**Wires at chosen ports, followed through buffers**

The bar under the picture is 20 um long.
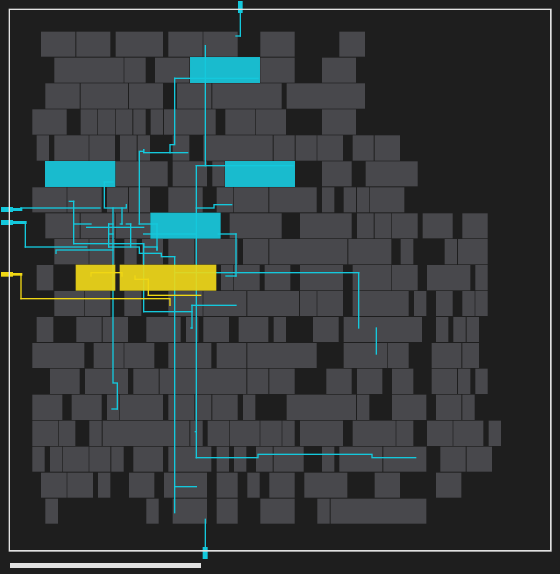
**Metal layers overlaid**

Two of the layers only.
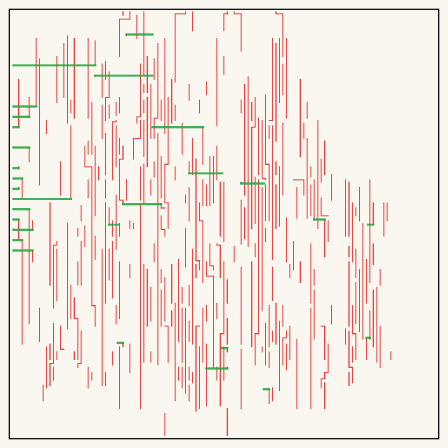
**The metal 1 layer**

Supply wires on this layer in grey.
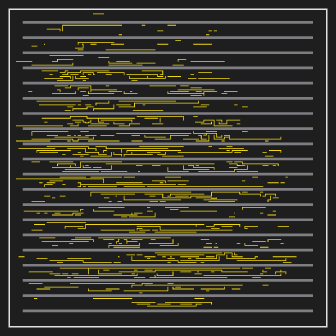
==> config.mk <==
export PLATFORM = sky130hd
export DESIGN_NAME = bounded_updown_counter
export DESIGN_NICKNAME = d
export VERILOG_FILES = /design/src/rtl/bounded_updown_counter_pkg.sv /design/src/rtl/bounded_updown_counter_step_calc.sv /design/src/rtl/bounded_updown_counter.sv
export SDC_FILE = /design/constraint.sdc
export NUM_CORES = 1
export LEC_CHECK = 0
export CORE_MARGIN = 2
export CORE_UTILIZATION = 45
export CTS_BUF_LIST = sky130_fd_sc_hd__clkbuf_8
export DETAILED_ROUTE_END_ITERATION = 10
export PLACE_DENSITY = 0.74
export SKIP_LAST_GASP = 1
export SYNTH_ARGS = -nofsm -noshare
export SYNTH_HDL_FRONTEND = slang
export SYNTH_HIERARCHICAL = 1
export SYNTH_SLANG_ARGS = --single-unit
==> constraint.sdc <==
create_clock -name clk -period 3.05 [get_ports clk]
set_clock_uncertainty 0.05 [all_clocks]
set_input_delay 0.61 -clock clk [delete_from_list [all_inputs] [get_ports clk]]
set_output_delay 0.61 -clock clk [all_outputs]
set_load 0.03 [all_outputs]
==> results.txt <==
asr flop ratio synth: 0
maximum vdd ir drop: 0.0004215 V
fin. max-slew vios: 0
Adder Area Share: 0.1888
Critical Path Sink Type: register
CTS Hold Bufs: 0
H-tree depth: 1
number of global-route vias before repair: 1306
tool warning count: 32
final setup TNS: 0 ps
Layout fillers: 233
crit path time final: 2987 ps
outcome: finished, final reports clean
Die Area: 3206 um^2
Comb power frac: 0.654
Hold WS: 430.0 ps
type of the worst setup path: input port to register
DRC: 0
placed insts: 230
Top cell excl fill/tap: buf_4
P_leak: 0.0008088 uW
clk_lat worst skew: 230 ps
Critical Path Fanout Max: 4
Starting Density: 0.4639
XOR/XNOR Area Share: 0.05622
Antenna Violating Nets Remaining: 0
register area: 140.1 um^2
placed cell area: 1690 um^2
Yosys Instances: 149
post-route insts no fill: 235
-- 'wires at chosen ports, followed through buffers' (at the start) --
[cyan] q | bits: 4 | direction: output | end cells: 4 | buffers: 5 | wire: 303 um
[yellow] en | bits: 1 | direction: input | end cells: 2 | buffers: 1 | wire: 32.4 um
I/O Pins: 24
IO buf count: 23

-- 'metal layers overlaid' (at the start) --
[red] met2 | wire length: 1650 um
[green] met3 | wire length: 76.1 um
DR WL/cell: 14.12 um
via count: 1305
final wirelength: 3319 um

-- 'the metal 1 layer' (at the start) --
longest straight run: 32.2 um
share of all routed wire: 45%
wire length on this layer: 1500 um
M1 GR Usage: 0.2918

## synthesized netlist by cell type, drive strengths merged (2+ instances only)
cell type  instances  share of area
a2111oi            3          0.031
a211oi             2          0.012
a21o               4          0.025
a21oi              6          0.024
a221oi             2          0.014
and2               5          0.025
buf                4          0.023
clkbuf             2         0.0060
dfxtp              7           0.11
fa                 3          0.048
ha                14           0.14
inv               18          0.054
mux2               3          0.030
mux2i              5          0.050
nand2              5          0.015
nand2b             2          0.010
nand3              2         0.0080
nor2               6          0.018
nor2b              5          0.025
nor3               8          0.032
nor4               3          0.015
nor4b              2          0.014
nor4bb             2          0.016
o211ai             2          0.012
o21a               2          0.012
o21ai              5          0.020
o22ai              2          0.015
xnor2              5          0.035
xor2               3          0.021
## per-layer routing
| metal | global-route usage | share of wire | routed length (um) | vias up |
|---|---|---|---|---|
| li1 | - | - | - | 644 |
| met1 | 0.2918 | 0.45 | 1502 | 619 |
| met2 | 0.3738 | 0.50 | 1647 | 31 |
| met3 | 0.02535 | 0.023 | 76 | 11 |
| met4 | 0.06122 | 0.028 | 93 | 0 |
| met5 | 0 | 0 | 0 | - |
## repair_timing
action / in CTS / in global routing
setup buffers: 0 / 1
pin swaps: 11 / 9
hold endpoints to repair: 0 / 0
endpoints found under the setup margin: 6 / 6
gates resized: 25 / 12
## cell type report
class,count,area share
clock buffer,3,0.02239
clock inverter,1,0.002035
inverter,18,0.03663
multi-input combinational,128,0.6269
sequential,7,0.07598
tap,31,0.02103
timing repair buffer,47,0.2151
## kinds of logic (layout without fill, tap and decap cells)
group                      Yosys count  in the layout
and+or+nand+nor                     46             46
muxes                                8              8
AOI/OAI and AO/OA                   37             37
xor gates and xnor gates             8              8
adders and majority gates           17             17
other                                1             12
DFF                                  7              7
buffers and inverters               25             69
Power is estimated from default activity; no workload was simulated.
